`src/rtl/blink_pattern_monitor_pkg.sv`:
```
// Shared types and helpers for the blink pattern monitor: pattern class codes,
// sequence-tracker FSM states and the saturating 8-bit increment.
package blink_pattern_monitor_pkg;

  typedef enum logic [2:0] {
    CLS_ZERO   = 3'd0,
    CLS_ONEHOT = 3'd1,
    CLS_MASK   = 3'd2,
    CLS_FULL   = 3'd3,
    CLS_NIB_LO = 3'd4,
    CLS_NIB_HI = 3'd5,
    CLS_OTHER  = 3'd6
  } pat_class_t;

  typedef enum logic [1:0] {
    ST_HUNT  = 2'd0,
    ST_TRACK = 2'd1,
    ST_LOCK  = 2'd2
  } state_t;

  localparam logic [7:0] SAT_MAX = 8'hFF;

  function automatic logic [7:0] sat_inc(input logic [7:0] v);
    return (v == SAT_MAX) ? v : v + 8'd1;
  endfunction

endpackage

```
`src/rtl/pattern_classify.sv`:
```
// Pure combinational classifier: class of the incoming word and whether the
// step from the previously accepted word is a legal generator transition.
module pattern_classify
  import blink_pattern_monitor_pkg::*;
(
  input  logic [7:0] word,
  input  logic [7:0] prev,
  output pat_class_t word_class,
  output logic       legal
);

  pat_class_t prev_class;
  logic [7:0] shl;
  logic [7:0] shr;

  // Priority order matters: 80 is ONEHOT, and F0 is a MSB mask before NIB_HI.
  function automatic pat_class_t classify(input logic [7:0] w);
    logic [7:0] inv;
    inv = ~w;
    if (w == 8'h00)                                       return CLS_ZERO;
    else if ($countones(w) == 1)                          return CLS_ONEHOT;
    else if (w != 8'hFF && (inv & (inv + 8'd1)) == 8'h00) return CLS_MASK;
    else if (w == 8'hFF)                                  return CLS_FULL;
    else if (w == 8'h0F)                                  return CLS_NIB_LO;
    else if (w == 8'hF0)                                  return CLS_NIB_HI;
    else                                                  return CLS_OTHER;
  endfunction

  always_comb begin
    prev_class = classify(prev);
    word_class = classify(word);
    shl        = {prev[6:0], 1'b0};
    shr        = {1'b0, prev[7:1]};
    legal      = 1'b0;
    if (prev_class == CLS_OTHER || word_class == CLS_OTHER)
      legal = 1'b0;
    else if (prev_class == CLS_ZERO || word_class == CLS_ZERO)
      legal = 1'b1;
    else if (prev_class == CLS_ONEHOT && word_class == CLS_ONEHOT &&
             (word == shl || word == shr))
      legal = 1'b1;
    else if (prev == 8'hFF && word == 8'hFE)
      legal = 1'b1;
    else if (prev_class == CLS_MASK &&
             (word_class == CLS_MASK || word_class == CLS_ONEHOT) && word == shl)
      legal = 1'b1;
    // Nibble blink is matched on the words since F0 classifies as a mask.
    else if ((prev == 8'h0F && word == 8'hF0) || (prev == 8'hF0 && word == 8'h0F))
      legal = 1'b1;
    else if (prev == 8'h01 && word == 8'h80)
      legal = 1'b1;
  end

endmodule

```
`src/rtl/blink_pattern_monitor.sv`:
```
// Receive-side LED pattern monitor: synchronizes and debounces the pattern bus,
// classifies each newly stable word and tracks sequence legality and lock.
module blink_pattern_monitor
  import blink_pattern_monitor_pkg::*;
#(
  parameter int WIDTH      = 8,
  parameter int STABLE_CYC = 16,
  parameter int LOCK_N     = 4
) (
  input  logic             clk,
  input  logic             rst,
  input  logic [WIDTH-1:0] pat_in,
  output logic             pat_valid,
  output logic [WIDTH-1:0] pat_word,
  output logic [2:0]       pat_class,
  output logic [7:0]       run_len,
  output logic             locked,
  output logic [7:0]       err_cnt,
  output state_t           state_dbg
);

  localparam int CW = $clog2(STABLE_CYC + 1);
  localparam int LW = $clog2(LOCK_N + 1);

  logic [WIDTH-1:0] s1;
  logic [WIDTH-1:0] s2;
  logic [CW-1:0]    stab_cnt;
  logic             accept;
  pat_class_t       new_class;
  logic             legal;
  state_t           state_q;
  state_t           state_d;
  logic [LW-1:0]    lcnt_q;
  logic [LW-1:0]    lcnt_d;
  logic             err_inc;

  pattern_classify u_classify (
    .word       (s2),
    .prev       (pat_word),
    .word_class (new_class),
    .legal      (legal)
  );

  // A word that re-stabilises to the last accepted value is not a new word.
  assign accept    = (stab_cnt == CW'(STABLE_CYC - 1)) && (s2 != pat_word);
  assign locked    = (state_q == ST_LOCK);
  assign state_dbg = state_q;

  always_ff @(posedge clk or posedge rst) begin
    if (rst) begin
      state_q <= ST_HUNT;
      lcnt_q  <= '0;
    end else begin
      state_q <= state_d;
      lcnt_q  <= lcnt_d;
    end
  end

  always_comb begin
    state_d = state_q;
    lcnt_d  = lcnt_q;
    err_inc = 1'b0;
    if (accept) begin
      case (state_q)
        ST_HUNT: begin
          state_d = ST_TRACK;
          lcnt_d  = '0;
        end
        ST_TRACK: begin
          if (legal) begin
            if (lcnt_q == LW'(LOCK_N - 1)) begin
              state_d = ST_LOCK;
              lcnt_d  = '0;
            end else begin
              lcnt_d = lcnt_q + LW'(1);
            end
          end else begin
            err_inc = 1'b1;
            lcnt_d  = '0;
          end
        end
        ST_LOCK: begin
          if (!legal) begin
            err_inc = 1'b1;
            state_d = ST_TRACK;
            lcnt_d  = '0;
          end
        end
        default: state_d = ST_HUNT;
      endcase
    end
  end

  always_ff @(posedge clk or posedge rst) begin
    if (rst) begin
      s1        <= '0;
      s2        <= '0;
      stab_cnt  <= '0;
      pat_valid <= 1'b0;
      pat_word  <= '0;
      pat_class <= '0;
      run_len   <= '0;
      err_cnt   <= '0;
    end else begin
      s1 <= pat_in;
      s2 <= s1;
      // s1 != s2 means s2 changes on this edge, so the count restarts with it.
      if (s1 != s2)
        stab_cnt <= '0;
      else if (stab_cnt != CW'(STABLE_CYC))
        stab_cnt <= stab_cnt + CW'(1);
      pat_valid <= accept;
      if (accept) begin
        pat_word  <= s2;
        pat_class <= new_class;
        run_len   <= (pat_class == 3'(new_class) && run_len != 8'd0) ? sat_inc(run_len) : 8'd1;
        if (err_inc)
          err_cnt <= sat_inc(err_cnt);
      end
    end
  end

endmodule
```
`config.mk`:
```
export PLATFORM = sky130hd
export DESIGN_NAME = blink_pattern_monitor
export DESIGN_NICKNAME = d
export VERILOG_FILES = /design/src/rtl/blink_pattern_monitor_pkg.sv /design/src/rtl/pattern_classify.sv /design/src/rtl/blink_pattern_monitor.sv
export SDC_FILE = /design/constraint.sdc
export NUM_CORES = 1
export LEC_CHECK = 0
export ABC_CLOCK_PERIOD_IN_PS = 12600
export CAP_MARGIN = 30
export CELL_PAD_IN_SITES_DETAIL_PLACEMENT = 2
export CELL_PAD_IN_SITES_GLOBAL_PLACEMENT = 2
export CORE_ASPECT_RATIO = 0.75
export CORE_MARGIN = 3
export CORE_UTILIZATION = 39
export DETAILED_ROUTE_END_ITERATION = 8
export GPL_TIMING_DRIVEN = 0
export HOLD_SLACK_MARGIN = 0.03
export PLACE_DENSITY = 0.85
export SETUP_SLACK_MARGIN = 0.02
export SYNTH_ARGS = -nofsm -noshare
export SYNTH_HDL_FRONTEND = slang
export SYNTH_SLANG_ARGS = --single-unit
```
`constraint.sdc`:
```
create_clock -name clk -period 12.6 [get_ports clk]
set_clock_uncertainty 0.1 [all_clocks]
set_input_delay 1.26 -clock clk [delete_from_list [all_inputs] [get_ports clk]]
set_output_delay 1.26 -clock clk [all_outputs]
set_load 0.03 [all_outputs]
```
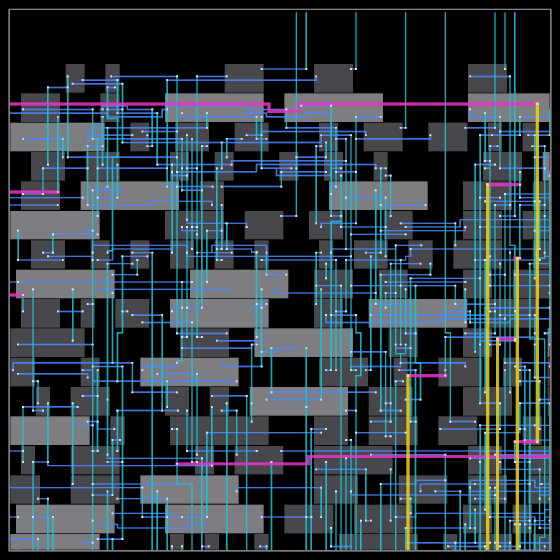
**Above:** run 1 (zoomed window).
Window x 5 to 55, y 42 to 92 µm. Cells in gray, sequential cells in the stronger gray; small squares are vias.
Key: yellow = M4; cyan = M2; blue = M1; magenta = M3
Sequential cells in the window: 19. 117 logic cells have their middle in the window. Netlist names of flops here include err_cnt (8), stab_cnt (4), lcnt_q (3). Most frequent: dfrtp_1 (19), ha_1 (12), clkdlybuf4s50_1 (12).

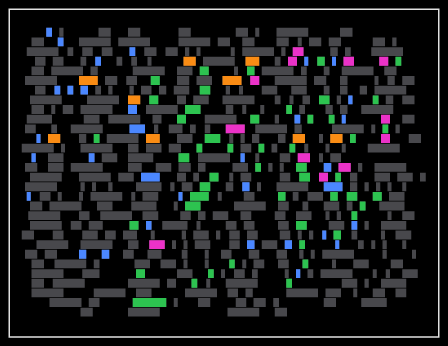
**Above:** run 1 (logic cells by family).
Key: magenta = non-inverting ao/oa cells [cells 12]; blue = nor cells [cells 33]; green = aoi and oai cells [cells 49]; orange = mux cells [cells 9]

==> metrics.csv, run 1 <==
metric;value;unit
crit path DAT;5090;ps
pwr dens;84.9;nW/µm²
Final Util;49.0;%
Final #Nets;497;
largest class;combinational gates;
port bufs;40;
Register-to-Register Setup Slack;7590;ps
worst hold slack;299;ps
Worst slew margin;48.2;%
Synth flops;54;
Sum Neg Setup Slack;0;ps
RD Place Congestion;0.799;
status;completed;
Max-Cap Viols;0;
yosys xor share;9.35;%
Seq area share;29.6;%
clk slew on worst S/H paths;70;ps
core area;9310;µm²
Die Span X;121;µm
unrepaired setup endpoints after global routing;false;
later-pin clock latency in the skew report;300;ps
DP Wirelength;9.07;mm
Final Hold Viols;0;
share of the synthesized area in the top cell type;35.2;%
row count;30;
HP Class;reg -> reg;
Synth mux share;2.67;%
Multi-In Gates;272;
FF-to-FF path depth;17;
antenna viol nets, final;0;
Avg WL per Cell;20.9;µm
GRT Total Usage;22.5;%
Hold Path Depth;0;
Syn Inst Count;392;
CP Depth;17;
most frequent CP cell;inv_1;
Syn Area/Cell;9.80;µm²
register share of total power;46.0;%
fraction of registers with async set/reset;100;%
share of layout cells above drive strength 1;10.2;%
Final Cycle Share;39.7;%
Cell Chain, Critical Path;buf_4, inv_1, ha_1, inv_1, fa_1, inv_1, fa_1, ha_1, fa_1, nor4b_2, inv_1, and2_1, nand3_1, o211a_1, a21boi_0, a221oi_4, mux2_4;
Clock Network Area Fraction;3.04;%
yosys stat cell total;392;
Synth area leaders;dfrtp_1 35%, ha_1 13%, xor2_1 6.8%;
Layout non-clock buf frac;12.0;%
yosys simple share;15.8;%
CP startpoint kind;flop;
CTS HTree Levels;2;
worst min-delay path endpoint;s2[1];
first-pass GRT wire length;19.5;mm
area delta synth->final;18.7;%
top_reg_cell synth;dfrtp_1;
Synth warnings;0;
P_leak;2.16;nW
Initial DRC Count;148;
initial antenna violation count;0;
CP max stage cell;a221oi_4;
first drt pass iteration count;4;
Max Clk Rate;200;MHz
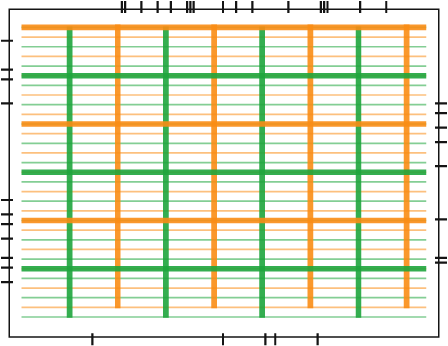
**Above:** run 1 (power grid).
Pins as bars on the die edge.
Key: orange = VDD; green = VSS
8 straps on met4. 31 met1 rails follow the rows. 6 straps on met5. 41 signal pins sit on the boundary.

run 1: kinds of logic after synthesis:
| kind of cell | count (synthesis) |
|---|---|
| flops | 54 |
| compound gates | 61 |
| xor+xnor | 41 |
| simple gates | 114 |
| mux | 9 |
| fa+ha+maj | 47 |
| buf+inv | 66 |
run 1: per-stage QoR:
step	instances	setup WS, ps	area (µm²)	total power, mW
CTS	568	7570	4560	0.392
global placement	560	7840	4400	0.242
finish	568	7590	4560	0.387
global route	568	7300	4560	0.407
detailed placement	561	7630	4420	0.249
floorplan	392	8270	3840	0.229
run 1: worst register-to-register path: cells and delay by family (launching register included):
family,cells,cell delay (ps)
compound gates,3,960
simple gates,3,750
mux,1,340
flops,1,380
fa+ha+maj,5,1840
buf+inv,5,530
run 1: layer usage:
layer	wire length [µm]	up-vias	share of wire (%)	global-route usage [%]
met2	5910	43	50	38.5
met3	351	15	3.0	3.51
li1	-	1423	-	-
met5	0	-	0	0
met4	320	0	2.7	6.79
met1	5280	1577	44	29.3
run 1: power groups by stage:
stage          clock, mW  sequential (mW)  combinational, mW
6_report           0.141            0.178             0.0681
5_1_grt            0.152            0.179             0.0770
4_1_cts            0.145            0.178             0.0687
3_5_place_dp           0            0.182             0.0673
3_3_place_gp           0            0.181             0.0607
2_1_floorplan          0            0.181             0.0476
run 1: synthesized netlist by cell type (all sizes together), types with 3 or more instances:
library cell,count
o21bai,3
buf,13
o211ai,3
a21o,5
mux2i,5
nand3,21
xnor2,11
o21ai,17
fa,8
a21oi,8
nor2,13
xor2,30
and3,8
mux2,4
nand2,32
nor3,10
nor4,7
clkbuf,5
nand4,7
inv,48
or3,5
a31oi,3
ha,39
dfrtp,54
## Run 2: what changed since run 1
ABC_CLOCK_PERIOD_IN_PS = 4500   (was 12600)
CORE_UTILIZATION = 33   (was 39)
PLACE_DENSITY = 0.77   (was 0.85)
clock period = 4.5 ns   (was 12.6 ns; I/O delays follow)
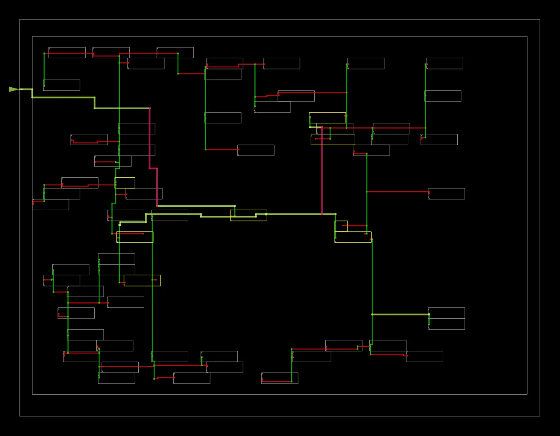
**Above:** run 2 (clock nets).
flop count: 54
later-pin clock latency in the skew report: 290 ps
total CTS buffers: 5
Clk power: 468 µW
# clk buffers: 6

==> run 2 against run 1 <==
Die area increased by 17%. Worst setup slack got worse by 7500 ps. Clock power rose to 3.3 times the previous value. Critical path depth is 1 higher. Non-clock buffer count is 21 higher. First-iteration DRC count is 25% lower. Final cell count increased by 6.0%.
==> metrics.csv, run 2 <==
metric;value;unit;change
Sum Neg Setup Slack;0;ps;unchanged
cell with the most instances after synthesis;dfrtp_1;;
row count;33;;+10%
CP max stage cell;fa_1;;
yosys stat cell total;392;;unchanged
Placed Cells incl. Taps;573;;+2.1%
Synth warnings;0;;unchanged
Register-to-Register Setup Slack;130;ps;-7470 ps
top_reg_cell synth;dfrtp_1;;
pwr dens;242;nW/µm²;+190%
share of the synthesized area in the top cell type;35.2;%;unchanged
port bufs;40;;unchanged
CP startpoint kind;flop;;
Synth flops;54;;unchanged
core area;11100;µm²;+20%
Avg WL per Cell;19.0;µm;-9.2%
clk slew on worst S/H paths;70;ps;about the same
initial antenna violation count;0;;unchanged
antenna viol nets, final;0;;unchanged
Worst slew margin;49.5;%;+1.3 points
Worst-Margin Slew;755;ps;
synthesized area;3840;µm²;
first-pass GRT wire length;18.5;mm;-5.1%
Hold Path Depth;0;;unchanged
status;completed;;
GRT Total Usage;17.9;%;-4.6 points
Final Cycle Share;97.2;%;+57 points
area delta synth->final;30.1;%;
post-CTS setup buffers;14;;
HP Class;reg -> reg;;
Initial DRC Count;111;;-25%
Cell Type Count;62;;
Layout Cells excl Fill;602;;+6.0%
CTS HTree Levels;2;;unchanged
Syn Area/Cell;9.80;µm²;unchanged
crit path DAT;4490;ps;-600 ps
FF-to-FF path depth;18;;+1
Sw Pwr;324;µW;
I/O pins;41;;
Power Combinational;243;µW;+260%
Cell Chain, Critical Path;buf_6, inv_6, ha_4, inv_2, fa_2, inv_2, fa_1, ha_2, fa_1, nor4b_4, a311oi_2, a21oi_2, or3_4, o21ai_4, a21o_4, a221oi_4, buf_4, mux2i_1;;
Final #Nets;518;;+4.2%
CP endpoint kind;flop;;
Sequential Power;499;µW;+180%
unrepaired setup endpoints after global routing;true;;
Max Clk Rate;229;MHz;+14%
worst hold slack;299;ps;+0.0890 ps
P_leak;2.29;nW;+6.1%
Synth area leaders;dfrtp_1 35%, ha_1 13%, xor2_1 6.8%;;
share of layout cells above drive strength 1;20.8;%;+11 points
RD Place Congestion;0.786;;-1.5%
Syn Inst Count;392;;unchanged
fraction of registers with async set/reset;100;%;unchanged
antenna cells;0;;
Final Hold Viols;0;;unchanged
DP Wirelength;8.33;mm;-8.2%
Max-Cap Viols;0;;unchanged
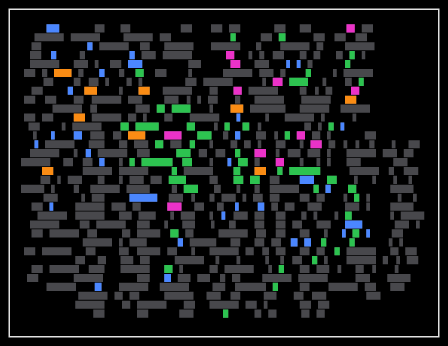
**Above:** run 2 (logic cells by family).
Key: orange = mux cells [cells 9]; blue = nor cells [cells 33]; magenta = non-inverting ao/oa cells [cells 12]; green = aoi and oai cells [cells 49]

run 2: worst max-delay path by stage:
| stage | startpoint | to | slack, ps | cells past startpoint |
|---|---|---|---|---|
| 2_1_floorplan | pat_word[0] | state_dbg[1] | 170 | 16 |
| 3_3_place_gp | s2[1] | run_len[0] | -250 | 18 |
| 6_report | s2[4] | state_dbg[0] | 130 | 18 |
| 4_1_cts | s2[4] | state_dbg[0] | 20 | 18 |
| 3_5_place_dp | s2[1] | run_len[0] | -400 | 18 |
| 5_1_grt | s2[4] | state_dbg[0] | -60 | 18 |
run 2: cells by family (layout without fill, tap and decap cells):
family / after synthesis / count (layout) / share of synthesized area (%)
AOI/OAI and AO/OA: 61 / 61 / 12.2
xor gates and xnor gates: 41 / 41 / 9.35
adders and majority gates: 47 / 47 / 16.9
buffers and inverters: 66 / 136 / 8.01
DFF: 54 / 54 / 35.2
muxes: 9 / 9 / 2.67
and+or+nand+nor: 114 / 114 / 15.8
run 2: metal layers:
layer	track usage, %	share of wire [%]	routed length [µm]
met3	2.84	3.5	395
met5	0	0	0
met1	26.2	49	5580
met2	28.7	47	5370
met4	2.61	0.59	67
run 2: metrics by stage:
stage / setup slack (ps) / cell area (µm²) / util [%] / total power, mW
global route: -59.0 / 5000 / 44.8 / 1.27
global placement: -247 / 4420 / 39.6 / 0.680
floorplan: 168 / 3840 / - / 0.640
CTS: 20.7 / 4800 / 43.1 / 1.20
detailed placement: -400 / 4440 / 39.8 / 0.691
finish: 127 / 5000 / 44.8 / 1.21
run 2: area by class of cell:
cell class,count,area (µm²)
Fill cell,1182,6150
Clock inverter,2,38.8
Clock buffer,6,139
Inverter,48,190
Sequential cell,54,1350
Timing Repair Buffer,63,601
Tap cell,140,175
Buffer,17,148
Multi-Input combinational cell,272,2350
## Run 3: what changed since run 2
MAX_ROUTING_LAYER = met4   (was not set)
SLEW_MARGIN = 20   (was not set)
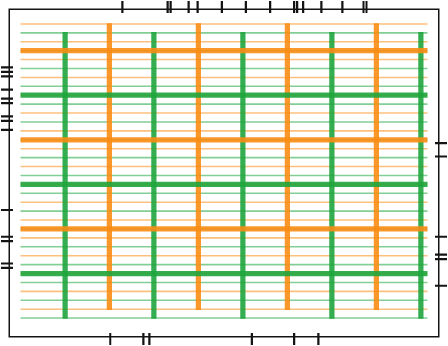
**Above:** run 3 (power grid).
Pins as bars on the die edge.
Key: orange = VDD; green = VSS
9 straps on met4. The core has 33 rows. 41 signal pins sit on the boundary.

==> run 3 against run 2 <==
Critical path depth decreased by 4. Power increased by 1.7%. Combinational power increased by 8.6%. Hold slack got worse by 2.7 ps. Largest cell class unchanged. Critical path type unchanged. First-iteration DRC count increased by 46%. Worst setup slack improved by 3.8 ps.
==> metrics.csv, run 3 <==
metric;value;unit;change
CP max stage cell;fa_1;;
first-pass GRT wire length;19.4;mm;+4.8%
top_reg_cell synth;dfrtp_1;;
Placed Area;4420;µm²;-0.39%
Sum Neg Setup Slack;0;ps;unchanged
pwr dens;243;nW/µm²;+0.19%
Worst-Margin Slew;695;ps;-59.7 ps
final setup fails;0;;
Register-to-Register Setup Slack;130;ps;about the same
I/O pins;41;;unchanged
Worst Path Max Fanout;3;;
post-synthesis adder-cell area fraction;16.9;%;unchanged
share of the synthesized area in the top cell type;35.2;%;unchanged
final instance area;5070;µm²;+1.5%
CP required;4580;ps;
CP startpoint kind;flop;;
core area;11100;µm²;unchanged
first drt pass iteration count;4;;
post-synth top area cell;dfrtp_1;;
Mapped Nets;449;;
Syn Area/Cell;9.80;µm²;unchanged
Max-Cap Viols;0;;unchanged
Worst R2R End;state_dbg[1];;
FF-to-FF path depth;14;;-4
crit path DAT;4450;ps;-40 ps
CTS Root Cell;clkbuf_16;;
fraction of registers with async set/reset;100;%;unchanged
area delta synth->final;32.0;%;
P_leak;2.33;nW;+1.9%
RD Place Congestion;0.797;;+1.4%
and-or/or-and share of the synthesized area;12.2;%;unchanged
Final Hold Viols;0;;unchanged
crit path launch;s2[3];;
total CTS buffers;5;;unchanged
VDD IR-drop max;0.000172;V;
worst-case clock buffer depth;2;;
antenna cells;0;;unchanged
Cell Chain, Critical Path;buf_4, ha_1, fa_1, fa_1, ha_2, fa_1, nor4b_4, a311oi_2, a21oi_2, or3_4, o21ai_4, a21o_4, a221oi_4, mux2_4;;
Sinks on Clock Net;54;;
end point of the critical path;state_dbg[1];;
Hold Path Depth;0;;unchanged
Synth flops;54;;unchanged
Post-synth seq share;35.2;%;
Dominant combinational family;adder cells;;
synthesized area;3840;µm²;unchanged
CP endpoint kind;flop;;
Max Clk Rate;229;MHz;about the same
antenna viol nets, final;0;;unchanged
final wirelength;11.9;mm;
CTS tree;done;;
DP Wirelength;8.21;mm;-1.5%
yosys stat cell total;392;;unchanged
row count;33;;unchanged
Synth area leaders;dfrtp_1 35%, ha_1 13%, xor2_1 6.8%;;
yosys simple share;15.8;%;unchanged
clk slew on worst S/H paths;70;ps;about the same
die area;13000;µm²;
initial antenna violation count;0;;unchanged
gr ovfl total;0;;
status;completed;;
Cell Type Count;62;;unchanged
Die Y;99.5;µm;
worst hold slack;296;ps;-2.65 ps
Placed Cells incl. Taps;572;;-0.17%
Worst slew margin;53.7;%;+4.2 points
Syn Inst Count;392;;unchanged
Layout fillers;1192;;+0.85%
GRT Total Usage;19.3;%;+1.4 points
Final Cycle Share;97.1;%;about the same
cell with the most instances after synthesis;dfrtp_1;;
HP Class;reg -> reg;;
Layout Cells excl Fill;611;;+1.5%
Final #Nets;527;;+1.7%
number of global-route vias before repair;3531;;
CP Depth;14;;-4
Initial DRC Count;162;;+46%
Avg WL per Cell;19.4;µm;+2.3%
yosys xor share;9.35;%;unchanged
unrepaired setup endpoints after global routing;true;;
Synth warnings;0;;unchanged
CTS HTree Levels;2;;unchanged
most frequent CP cell;fa_1;;
Synth mux share;2.67;%;unchanged
share of layout cells above drive strength 1;24.8;%;+4.1 points
port bufs;40;;unchanged
later-pin clock latency in the skew report;290;ps;about the same
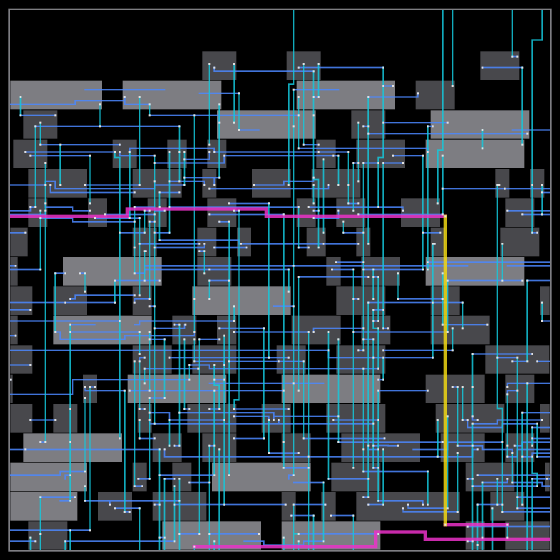
**Above:** run 3 (zoomed window).
Window x 8 to 58, y 49 to 99 µm. Cells in gray, sequential cells in the stronger gray; small squares are vias.
Key: yellow = M4; blue = M1; cyan = M2; magenta = M3
100 logic cells have their middle in the window. Sequential cells in the window: 18. Netlist names of flops here include err_cnt (8), stab_cnt (4), lcnt_q (3). Most frequent: dfrtp_1 (18), xor2_1 (8), clkdlybuf4s50_1 (8).

## run 3: cell counts after synthesis
No cell type changed its count.
## run 3: how the worst min path moves through the flow
stage | slack [ps] | to | start
CTS | 300 | s2[0] | s1[0]
finish | 300 | s2[0] | s1[0]
detailed placement | 290 | s2[0] | s1[0]
global route | 320 | s2[0] | s1[0]
global placement | 280 | s2[3] | s1[3]
floorplan | 270 | s2[0] | s1[0]
## run 3: layer usage
layer / share of wire, % / wire length [µm] / vias to the layer above / global-route usage (%)
li1: - / - / 1476 / -
met1: 48 / 5690 / 1638 / 27.2
met2: 49 / 5870 / 36 / 30.9
met3: 1.8 / 217 / 7 / 2.52
met4: 0.62 / 74 / 0 / 2.37
met5: 0 / 0 / - / -
## run 3: cell type report
class | instances | area [µm²] | share of cell area (%)
Multi-Input combinational cell | 272 | 2370 | 46.7
Clock inverter | 2 | 38.8 | 0.764
Tap cell | 140 | 175 | 3.45
Clock buffer | 6 | 139 | 2.74
Timing Repair Buffer | 72 | 641 | 12.6
Buffer | 17 | 169 | 3.33
Sequential cell | 54 | 1350 | 26.7
Inverter | 48 | 189 | 3.72
## run 3: metrics by stage
stage                     power, mW  utilization (%)  setup slack, ps
after floorplan               0.640                -              168
after global placement        0.680             39.6             -247
after detailed placement      0.689             39.7             -402
after CTS                      1.22             43.4             22.3
after global routing           1.29             45.5            -67.8
final                          1.23             45.5              131
## run 3: timing repair
| action | CTS | global route |
|---|---|---|
| pin swaps | 14 | 12 |
| setup buffers | 19 | 13 |
| endpoints found under the setup margin | 20 | 20 |
| resized | 29 | 42 |
## run 3: power by group
group          internal, mW  switching, mW  total [mW]
clock                 0.280          0.188       0.468
sequential            0.492        0.00664       0.499
combinational         0.126          0.138       0.264
total                 0.898          0.333        1.23
Power is estimated from default activity; no workload was simulated.
